File: config.mk
export PLATFORM = sky130hd
export DESIGN_NAME = adc_conv_ctrl
export DESIGN_NICKNAME = d
export VERILOG_FILES = /design/src/rtl/adc_conv_ctrl.sv
export SDC_FILE = /design/constraint.sdc
export NUM_CORES = 1
export LEC_CHECK = 0
export ABC_AREA = 0
export CAP_MARGIN = 5
export CORE_ASPECT_RATIO = 0.5
export CORE_UTILIZATION = 40
export CTS_CLUSTER_DIAMETER = 120
export CTS_CLUSTER_SIZE = 30
export DETAILED_ROUTE_END_ITERATION = 10
export GPL_ROUTABILITY_DRIVEN = 1
export GPL_TIMING_DRIVEN = 0
export SYNTH_ARGS = -nofsm -noshare
export SYNTH_HDL_FRONTEND = slang
export SYNTH_SLANG_ARGS = --single-unit
File: constraint.sdc
create_clock -name clk -period 2.9 [get_ports clk]
set_input_delay 0.435 -clock clk [delete_from_list [all_inputs] [get_ports clk]]
set_output_delay 0.435 -clock clk [all_outputs]
set_load 0.05 [all_outputs]
File: src/rtl/adc_conv_ctrl.sv
// Conversion sequencer for a 4-bit clocked ADC: generates adc_clk, averages 2^AVG_LOG2 codes, valid/ready result.
// Optional build macro ADC_CONV_CTRL_DOUT_SYNC_EN adds a 2-flop synchronizer on adc_dout.
module adc_conv_ctrl #(
    parameter int unsigned CLK_DIV  = 4,
    parameter int unsigned AVG_LOG2 = 2
) (
    input  logic       clk,
    input  logic       rst_n,
    input  logic       start,
    input  logic       cont,
    output logic       adc_clk,
    input  logic [3:0] adc_dout,
    output logic [3:0] res_data,
    output logic       res_valid,
    input  logic       res_ready,
    output logic       busy
);

    localparam int unsigned AW = 4 + AVG_LOG2;
    localparam int unsigned N  = 1 << AVG_LOG2;

    typedef enum logic [1:0] {IDLE, CLK_HI, CLK_LO, DONE} state_t;

    state_t              state;
    logic [7:0]          div_cnt;
    logic [AVG_LOG2:0]   smp_cnt;
    logic [AW-1:0]       acc;
    logic [AW-1:0]       sum;
    logic [3:0]          cap;
    logic                div_last;

`ifdef ADC_CONV_CTRL_DOUT_SYNC_EN
    logic [3:0] sync1;
    logic [3:0] sync2;

    always_ff @(posedge clk or negedge rst_n) begin
        if (!rst_n) begin
            sync1 <= '0;
            sync2 <= '0;
        end else begin
            sync1 <= adc_dout;
            sync2 <= sync1;
        end
    end

    always_comb cap = sync2;
`else
    always_comb cap = adc_dout;
`endif

    always_comb begin
        div_last = (div_cnt == 8'(CLK_DIV - 1));
        sum      = acc + AW'(cap);
    end

    always_ff @(posedge clk or negedge rst_n) begin
        if (!rst_n) begin
            state     <= IDLE;
            div_cnt   <= '0;
            smp_cnt   <= '0;
            acc       <= '0;
            adc_clk   <= 1'b0;
            res_data  <= '0;
            res_valid <= 1'b0;
            busy      <= 1'b0;
        end else begin
            case (state)
                IDLE: begin
                    adc_clk <= 1'b0;
                    if (start) begin
                        acc     <= '0;
                        smp_cnt <= '0;
                        div_cnt <= '0;
                        adc_clk <= 1'b1;
                        busy    <= 1'b1;
                        state   <= CLK_HI;
                    end
                end
                CLK_HI: begin
                    if (div_last) begin
                        div_cnt <= '0;
                        adc_clk <= 1'b0;
                        state   <= CLK_LO;
                    end else begin
                        div_cnt <= div_cnt + 8'd1;
                    end
                end
                CLK_LO: begin
                    if (div_last) begin
                        // Capture edge: the final sample goes straight into the result via sum.
                        div_cnt <= '0;
                        acc     <= sum;
                        smp_cnt <= smp_cnt + 1'b1;
                        if (smp_cnt == (AVG_LOG2 + 1)'(N - 1)) begin
                            res_data  <= 4'(sum >> AVG_LOG2);
                            res_valid <= 1'b1;
                            state     <= DONE;
                        end else begin
                            adc_clk <= 1'b1;
                            state   <= CLK_HI;
                        end
                    end else begin
                        div_cnt <= div_cnt + 8'd1;
                    end
                end
                DONE: begin
                    adc_clk <= 1'b0;
                    if (res_ready) begin
                        res_valid <= 1'b0;
                        if (cont) begin
                            acc     <= '0;
                            smp_cnt <= '0;
                            div_cnt <= '0;
                            adc_clk <= 1'b1;
                            state   <= CLK_HI;
                        end else begin
                            busy  <= 1'b0;
                            state <= IDLE;
                        end
                    end
                end
                default: begin
                    state   <= IDLE;
                    adc_clk <= 1'b0;
                    busy    <= 1'b0;
                end
            endcase
        end
    end

endmodule

==> flow_metrics.py, run 1 <==
# Flow results
metrics = {
    "clock_tree": {
        "ctsLongestPathBuffers": 2,
        "root_buffer": "clkbuf_8",
        "insertion_delay_ns": 0.27,
        "htreeDepth": 1,
        "clk_pin_slew_ns": 0.09,
        "post_cts_buffers": 0,
        "cts_hold_buf": 0,
        "cts_tree": "yes",
        "cts_buffers": 3,
        "cts_repair_resize_count": 0,
        "cts.sinks": 26,
    },
    "yosys": {
        "ys_seq_share_pct": 40.9,
        "synth_flops": 26,
        "synth-simple-area-share_pct": 21.2,
        "async_flop_share_pct": 100,
        "edf_count": 0,
        "yosys.area.top_type": "dfrtp_1",
        "mux_share_pct": 2.04,
        "avgSynthCellArea_um2": 10.1,
        "ff_type": "dfrtp_1",
        "synth_area_mm2": 0.00159,
        "ys_sh_adder_pct": 10.7,
        "compound_area_share_pct": 16.5,
        "yosys.cell_count.top_type": "dfrtp_1",
        "logic_family": "simple AND/OR/NAND/NOR gates",
        "syn_inst": 157,
        "netlist_top_cells_area": "dfrtp_1, ha_1, xnor2_1",
        "ys_cells": 157,
        "ys_chip_area_mm2": 0.00159,
        "syn-num-nets": 179,
        "ys_sh_xor_pct": 5.50,
        "top_area_share_pct": 40.9,
        "synthDistinctLibCells": 45,
        "synthTopCellsByCount": "dfrtp_1, ha_1, nand2_1",
        "yosysWarnings": 0,
    },
    "detailed_routing": {
        "ant_nets": 0,
        "first_iter_violations": 25,
        "drt-pass1-iter-count": 6,
        "wl_met3_um": 95,
        "drt-vias-per-instance": 5.28,
        "top_layer_used": "met4",
        "drc_errors": 0,
        "met1_length_um": 1510,
        "met2WireLength_um": 1410,
    },
    "power": {
        "power.leakage_nw": 0.838,
        "p_int_w": 0.000880,
        "netSwitchingFraction_pct": 41.7,
        "total_power_w": 0.00151,
        "powerComb_w": 0.000729,
        "clk-power_w": 0.000297,
        "peakVddDrop_v": 0.000251,
        "pwr-share-comb_pct": 48.3,
        "power.group.top": "combinational logic",
        "power_frac_clock_pct": 19.7,
        "seqPwrFrac_pct": 32.0,
        "netSwitchingPower_w": 0.000630,
        "p_seq_w": 0.000484,
        "powerDensity_mw_per_mm2": 793,
    },
    "worst_setup_path": {
        "cp_cell_sequence": "inv_1 -> ha_1 -> nor2b_1 -> clkbuf_1 -> nor3_4 -> o21ai_4 -> a21bo_1",
        "start_kind": "flip-flop",
        "critPathArrivalTime_ns": 2.24,
        "reg2reg_slack_ns": 0.83,
        "r2r-start": "state[1]$_DFFE_PN0P_",
        "critPathMaxFanout": 10,
        "path_class": "reg -> reg",
        "critPathMaxStageDelay_ns": 0.45,
        "slowest_stage": "dfrtp_1",
        "cp-end-kind": "flip-flop",
        "r2r-end": "acc[0]$_DFFE_PN0P_",
        "r2r.worst_path.cells": 7,
        "required_ns": 3.07,
    },
    "final_layout": {
        "largest_reg_flops": 8,
        "logic_area_um2": 891,
        "largest_class": "multi-input combinational cells",
        "lay_top_count": "dfrtp_1",
        "nNetsFinal": 200,
        "reg.largest.list": "div_cnt (8), acc (6), res_data (4)",
        "final_cells": 228,
        "finalInstanceArea_mm2": 0.00190,
        "largest_register": "div_cnt",
        "fillers": 330,
        "clockNetworkAreaShare_pct": 3.75,
        "nonClkBufAreaFrac_pct": 10.6,
        "comb_area_share_pct": 46.8,
        "lay_top_cells": "dfrtp_1, clkdlybuf4s50_1, nand2_1, ha_1, nand3_1",
        "inverters": 7,
        "seq_area_um2": 651,
        "comb_cells": 120,
        "final_core_util_pct": 52.6,
        "syn_to_final_growth_pct": 19.7,
        "ff_count": 26,
        "seq_share_pct": 34.2,
        "buffers": 20,
        "nClkBuffers": 3,
        "n_antenna_cell": 0,
        "drive_above_1_share_pct": 10.2,
    },
    "sta": {
        "fin_crit_sh_pct": 71.3,
        "worst_slack_ns": 0.833,
        "finalHoldViolations": 0,
        "fin_skew_ns": 0.00423,
        "slew_viol_final": 0,
        "setup_violations": 0,
        "slew-limit-headroom_pct": 67.2,
        "worst_pin_slew_ns": 0.491,
        "period_needed_ns": 2.07,
        "rsz0062_at_grt": "false",
        "setup_tns_ns": 0,
        "fmax_ghz": 0.484,
        "finalHoldWorstSlack_ns": 0.472,
    },
    "grt": {
        "grt_max_degree": 27,
        "grt_pass1_vias": 1094,
        "antenna_found_initial": 0,
        "grt-ovfl-total": 0,
        "grtUsageTotal_pct": 16.0,
        "top_usage_layer": "met2",
        "grt_pass1_wl_um": 5110,
    },
    "floorplanning": {
        "core_mm2": 0.00362,
        "die_h_um": 46.6,
        "die_w_um": 91.2,
        "die-area_mm2": 0.00425,
        "fp_util_pct": 43.9,
        "nWellTaps": 51,
        "rows": 15,
        "io_pins": 16,
    },
    "run_status": {
        "status": "complete, no violations",
    },
    "place": {
        "numPortBuffers": 15,
        "dpl_cell_area_mm2": 0.00181,
        "dpl.hpwl_um": 2280,
        "place.gp.congestion": 0.744,
        "dp_cells": 223,
        "place_ws_ns": 0.626,
    },
    "min_path": {
        "hp-class": "in -> async",
    },
    "run": {
        "maxCapViolations": 0,
        "warning_count": 30,
    },
}
-- run 1: worst max path at each step --
stage                               to            startpoint  cells after the start
6_report            acc[0]$_DFFE_PN0P_  state[1]$_DFFE_PN0P_                      7
5_1_grt         smp_cnt[1]$_DFFE_PN0P_  state[1]$_DFFE_PN0P_                      7
4_1_cts             acc[0]$_DFFE_PN0P_  state[1]$_DFFE_PN0P_                      7
3_5_place_dp   res_data[2]$_DFFE_PN0P_           adc_dout[0]                      7
3_3_place_gp   res_data[2]$_DFFE_PN0P_           adc_dout[0]                      7
2_1_floorplan       acc[0]$_DFFE_PN0P_  state[1]$_DFFE_PN0P_                      7
-- run 1: critical path, delay by kind of cell, from the launching register on --
family          cells  cell delay [ns]
flops               1             0.45
buf+inv             2             0.36
compound gates      2             0.38
fa+ha+maj           1             0.21
simple gates        2             0.57
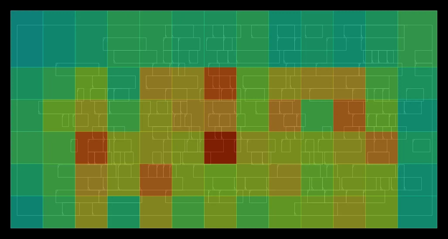
run_1/congestion.png
met1 global-route usage: 20.4%
wire per inst: 13.3 um
grt met2 use: 28.2%

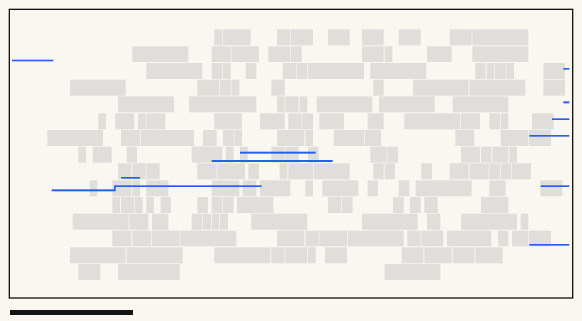
run_1/layer_met3.png
Bar = 20 um. Cells faint in the background.
share of all routed wire = 3.2%
longest straight run = 23.7 um
met3 global-route usage: 3.96%
DR vias: 1203
final wirelength: 3040 um

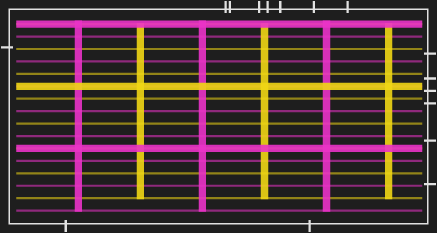
run_1/power_grid.png
Pins as bars on the die edge.
yellow -> VDD
magenta -> VSS
met1 rails = 16
met4 straps = 6
met5 straps = 3
signal pins = 16
rows = 15

run_1/logic_types.png
Bar = 20 um.
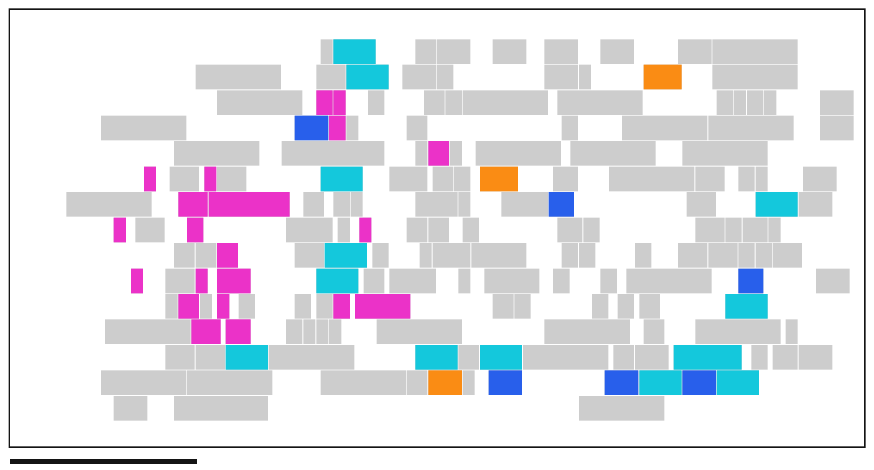

## Run 2: what changed since run 1
==> constraint.sdc (replaced) <==
create_clock -name clk -period 1.9 [get_ports clk]
set_input_delay 0.285 -clock clk [delete_from_list [all_inputs] [get_ports clk]]
set_output_delay 0.285 -clock clk [all_outputs]
set_load 0.05 [all_outputs]
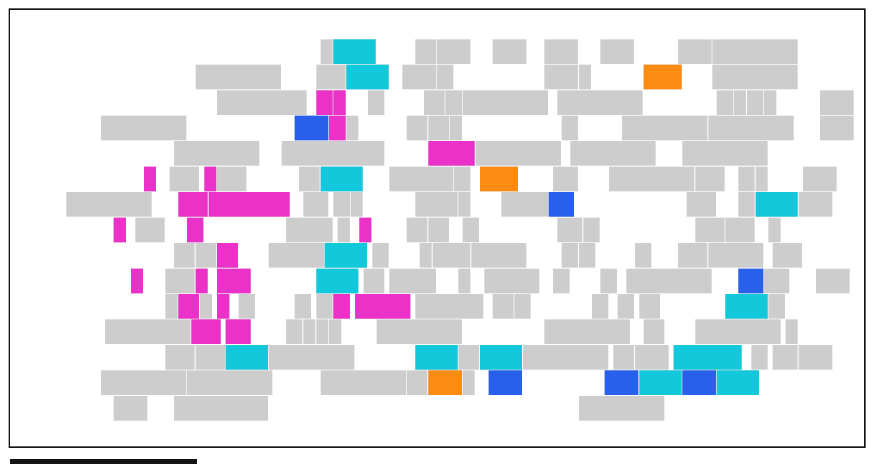
run_2/logic_types.png
Bar = 20 um.
magenta -> NOR gates  # cells 21, most used nor2_1, where left middle
cyan -> adder and majority cells  # cells 13, most used ha_1
orange -> multiplexers  # cells 3
blue -> AND-OR and OR-AND gates  # cells 6, most used a21bo_1

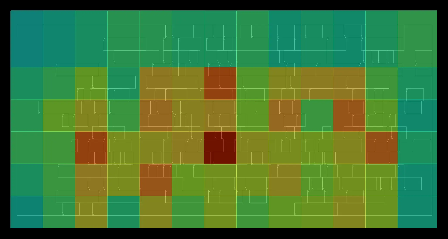
run_2/congestion.png
wire per inst: 13.7 um
post-route core utilization: 54.2%

==> flow_metrics.py, run 2 <==
# Flow results
metrics = {
    "worst_setup_path": {
        "crit_family": "adder cells",
        "path_class": "in -> reg",
        "required_ns": 2.06,
        "reg2reg_slack_ns": 0.13,
        "r2r.worst_path.cells": 7,
        "critPathMaxStageDelay_ns": 0.42,
        "r2r-start": "div_cnt[0]$_DFFE_PN0P_",
        "cp-end-kind": "flip-flop",
        "cp_cell_sequence": "clkdlybuf4s50_1 -> ha_1 -> fa_1 -> a21o_1 -> a21oi_2 -> xor2_2 -> o21ai_1",
        "start_kind": "input port",
        "slowest_stage": "fa_1",
        "critPathArrivalTime_ns": 1.95,
    },
    "grt": {
        "grt_use_met1_pct": 20.4,
        "grt-ovfl-total": 0,
        "grt_pass1_vias": 1097,
        "grtUsageMet2_pct": 28.2,
        "grtUsageTotal_pct": 16.0,
        "grt_pass1_wl_um": 5120,
        "grtUsageMet3_pct": 3.96,
        "grt_max_degree": 27,
    },
    "final_layout": {
        "comb_area_share_pct": 47.1,
        "logic_area_um2": 925,
        "n_antenna_cell": 0,
        "reg.largest.list": "div_cnt (8), acc (6), res_data (4)",
        "final_cells": 229,
        "nClkBuffers": 3,
        "fillers": 328,
        "nNetsFinal": 201,
        "lay_top_count": "dfrtp_1",
        "comb_cells": 120,
        "clockNetworkAreaShare_pct": 3.63,
        "drive_above_1_share_pct": 13.5,
        "largest_register": "div_cnt",
        "ff_count": 26,
        "seq_area_um2": 652,
        "syn_to_final_growth_pct": 23.3,
        "seq_share_pct": 33.2,
        "lay_top_cells": "dfrtp_1, clkdlybuf4s50_1, nand2_1, ha_1, nand3_1",
    },
    "detailed_routing": {
        "first_iter_violations": 25,
        "ant_nets": 0,
        "met1_length_um": 1580,
        "met2WireLength_um": 1440,
        "drc_errors": 0,
        "drt-pass1-iter-count": 4,
        "wirelength_um": 3130,
        "wl_met3_um": 84,
        "drt-vias-per-instance": 5.27,
    },
    "power": {
        "powerComb_w": 0.00125,
        "powerDensity_mw_per_mm2": 1240,
        "pwr-share-comb_pct": 51.0,
        "netSwitchingFraction_pct": 41.0,
        "p_seq_w": 0.000741,
        "netSwitchingPower_w": 0.00100,
        "total_power_w": 0.00244,
        "seqPwrFrac_pct": 30.4,
        "p_int_w": 0.00144,
        "peakVddDrop_v": 0.000432,
        "power.group.top": "combinational logic",
    },
    "yosys": {
        "avgSynthCellArea_um2": 10.1,
        "synthTopCellsByCount": "dfrtp_1, ha_1, nand2_1",
        "ff_type": "dfrtp_1",
        "ys_cells": 157,
        "mux_share_pct": 2.04,
        "ys_chip_area_mm2": 0.00159,
        "syn_inst": 157,
        "yosys.cell_count.top_type": "dfrtp_1",
        "edf_count": 0,
        "yosys.area.top_type": "dfrtp_1",
        "synthDistinctLibCells": 45,
        "ys_sh_adder_pct": 10.7,
        "ys_sh_xor_pct": 5.50,
        "synth_area_mm2": 0.00159,
        "top_area_share_pct": 40.9,
        "yosysWarnings": 0,
        "async_flop_share_pct": 100,
        "ys_seq_share_pct": 40.9,
        "netlist_top_cells_area": "dfrtp_1, ha_1, xnor2_1",
        "syn-num-nets": 179,
        "synth-simple-area-share_pct": 21.2,
    },
    "sta": {
        "slew-limit-headroom_pct": 67.2,
        "fin_crit_sh_pct": 94.2,
        "rsz0062_at_grt": "true",
        "setup_violations": 0,
        "worst_pin_slew_ns": 0.491,
        "setup_tns_ns": 0,
        "finalHoldWorstSlack_ns": 0.322,
        "worst_slack_ns": 0.109,
        "period_needed_ns": 1.79,
        "fin_skew_ns": 0.00480,
    },
    "floorplanning": {
        "io_pins": 16,
        "rows": 15,
        "nWellTaps": 51,
        "die_w_um": 91.2,
        "core_mm2": 0.00362,
        "die_h_um": 46.6,
        "fp_util_pct": 43.9,
        "die-area_mm2": 0.00425,
    },
    "clock_tree": {
        "insertion_delay_ns": 0.27,
        "cts_hold_buf": 0,
        "cts_tree": "yes",
        "clk_pin_slew_ns": 0.09,
        "post_cts_buffers": 1,
        "htreeDepth": 1,
    },
    "run": {
        "maxCapViolations": 0,
        "warning_count": 31,
    },
    "min_path": {
        "hp-class": "in -> async",
    },
    "place": {
        "dp_cells": 223,
        "dpl_cell_area_mm2": 0.00181,
        "place_ws_ns": -0.224,
        "numPortBuffers": 15,
        "dpl.hpwl_um": 2280,
    },
    "run_status": {
        "status": "complete, no violations",
    },
}
[run 2: cell counts after synthesis]
Identical to the previous run, type by type.
[run 2: how the worst max path moves through the flow]
stage                           startpoint                      end  slack, ns  cells after the start
floorplan             state[1]$_DFFE_PN0P_       acc[0]$_DFFE_PN0P_       0.14                      7
global placement               adc_dout[0]  res_data[2]$_DFFE_PN0P_      -0.21                      7
detailed placement             adc_dout[0]  res_data[2]$_DFFE_PN0P_      -0.22                      7
CTS                 div_cnt[0]$_DFFE_PN0P_      adc_clk$_DFFE_PN0P_       0.03                      5
global route        div_cnt[0]$_DFFE_PN0P_   smp_cnt[2]$_DFFE_PN0P_      -0.02                      7
finish                         adc_dout[0]  res_data[2]$_DFFE_PN0P_       0.11                      7
run_2/layer_met1.png
Bar = 20 um. Supply wires on this layer in gray.
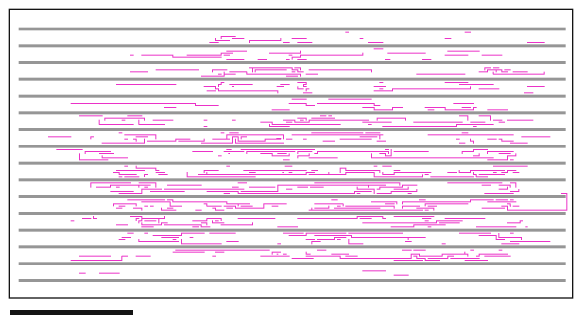

## Run 3: what changed since run 2
--- a/config.mk
+++ b/config.mk
@@ -6,6 +6,7 @@
 export NUM_CORES = 1
 export LEC_CHECK = 0
 export ABC_AREA = 0
+export ABC_CLOCK_PERIOD_IN_PS = 1900
 export CAP_MARGIN = 5
 export CORE_ASPECT_RATIO = 0.5
 export CORE_UTILIZATION = 40
@@ -14,6 +15,7 @@
 export DETAILED_ROUTE_END_ITERATION = 10
 export GPL_ROUTABILITY_DRIVEN = 1
 export GPL_TIMING_DRIVEN = 0
+export SLEW_MARGIN = 20
 export SYNTH_ARGS = -nofsm -noshare
 export SYNTH_HDL_FRONTEND = slang
 export SYNTH_SLANG_ARGS = --single-unit
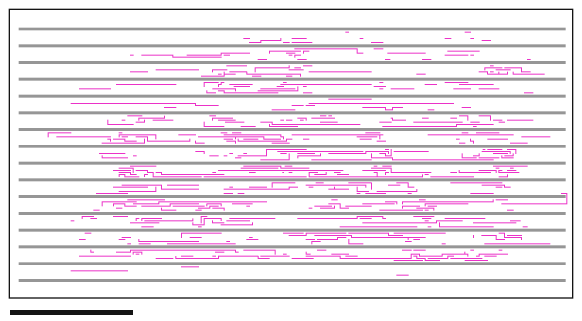
run_3/layer_met1.png
Bar = 20 um. Supply wires on this layer in gray.
main direction = horizontal
longest straight run = 23.5 um

==> flow_metrics.py, run 3 <==
# Flow results
metrics = {
    "final_layout": {
        "n_antenna_cell": 0,
        "ff_count": 26,
        "syn_to_final_growth_pct": 21.8,
        "drive_above_1_share_pct": 14.0,
        "lay_top_count": "dfrtp_1",
        "seq_share_pct": 33.6,
        "comb_cells": 120,
        "reg.largest.list": "div_cnt (8), acc (6), res_data (4)",
        "seq_area_um2": 651,
        "lay_top_cells": "dfrtp_1, clkdlybuf4s50_1, nand2_1",
    },
    "floorplanning": {
        "nWellTaps": 51,
        "io_pins": 16,
        "core_mm2": 0.00362,
    },
    "worst_setup_path": {
        "cp-endpoint": "res_data[2]$_DFFE_PN0P_",
        "critPathMaxStageDelay_ns": 0.40,
        "crit_family": "adder cells",
        "critPathArrivalTime_ns": 1.92,
        "startpoint": "adc_dout[0]",
        "start_kind": "input port",
        "slowest_stage": "clkdlybuf4s50_1",
        "required_ns": 2.06,
        "cp-end-kind": "flip-flop",
        "r2r.worst_path.cells": 7,
    },
    "yosys": {
        "yosys.cell_count.top_type": "dfrtp_1",
        "synthTopCellsByCount": "dfrtp_1, ha_1, nand2_1",
        "netlist_top_cells_area": "dfrtp_1, ha_1, xnor2_1",
        "yosysWarnings": 0,
        "ys_seq_share_pct": 40.9,
        "top_area_share_pct": 40.9,
        "mux_share_pct": 2.04,
        "syn-num-nets": 179,
        "synthDistinctLibCells": 45,
        "ys_cells": 157,
        "syn_inst": 157,
        "ys_sh_adder_pct": 10.7,
        "synth_area_mm2": 0.00159,
        "ys_chip_area_mm2": 0.00159,
        "edf_count": 0,
    },
    "sta": {
        "fin_crit_sh_pct": 92.3,
        "worst_slack_ns": 0.146,
        "slew-limit-headroom_pct": 61.5,
        "setup_tns_ns": 0,
        "worst_pin_slew_ns": 0.578,
    },
    "power": {
        "powerComb_w": 0.00126,
        "p_int_w": 0.00145,
        "peakVddDrop_v": 0.000425,
        "powerDensity_mw_per_mm2": 1270,
        "netSwitchingFraction_pct": 40.8,
        "seqPwrFrac_pct": 30.1,
        "netSwitchingPower_w": 0.00100,
    },
    "place": {
        "place_ws_ns": -0.215,
        "dpl_cell_area_mm2": 0.00180,
        "dp_cells": 223,
        "dpl.hpwl_um": 2280,
    },
    "run_status": {
        "status": "complete, no violations",
    },
    "clock_tree": {
        "clk_pin_slew_ns": 0.09,
        "htreeDepth": 1,
        "cts_hold_buf": 0,
        "insertion_delay_ns": 0.27,
    },
    "detailed_routing": {
        "met2WireLength_um": 1420,
        "drt-pass1-iter-count": 4,
        "drc_errors": 0,
        "first_iter_violations": 22,
        "drt-vias-per-instance": 5.32,
        "ant_nets": 0,
        "wl_met3_um": 95,
    },
    "grt": {
        "grt_max_degree": 27,
        "grtUsageTotal_pct": 15.4,
        "grt_pass1_vias": 1087,
        "grt_pass1_wl_um": 5010,
        "grtUsageMet3_pct": 3.96,
    },
    "run": {
        "warning_count": 31,
    },
    "min_path": {
        "hp-class": "in -> async",
    },
}
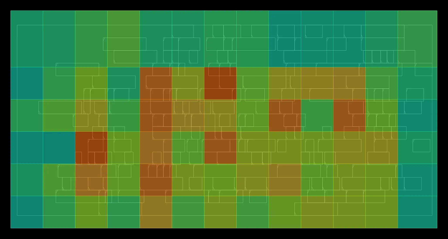
run_3/congestion.png
grt met2 use: 27.3%
post-route core utilization: 53.5%
busiest grt layer: met2
wire per inst: 13.4 um
met1 global-route usage: 20.0%

-- run 3: cell counts after synthesis --
Identical to the previous run, type by type.
-- run 3: worst min-delay path by stage --
stage          cells past startpoint  slack, ns                      to                from
2_1_floorplan                      0      -0.01      acc[0]$_DFFE_PN0P_               rst_n
3_3_place_gp                       1       0.47      acc[0]$_DFFE_PN0P_  acc[0]$_DFFE_PN0P_
3_5_place_dp                       1       0.32  div_cnt[5]$_DFFE_PN0P_               rst_n
4_1_cts                            1       0.03        busy$_DFFE_PN0P_               rst_n
5_1_grt                            1       0.04  div_cnt[4]$_DFFE_PN0P_               rst_n
6_report                           1      0.004  div_cnt[5]$_DFFE_PN0P_               rst_n
No activity file was given, so power comes from the tool's default toggle rates.
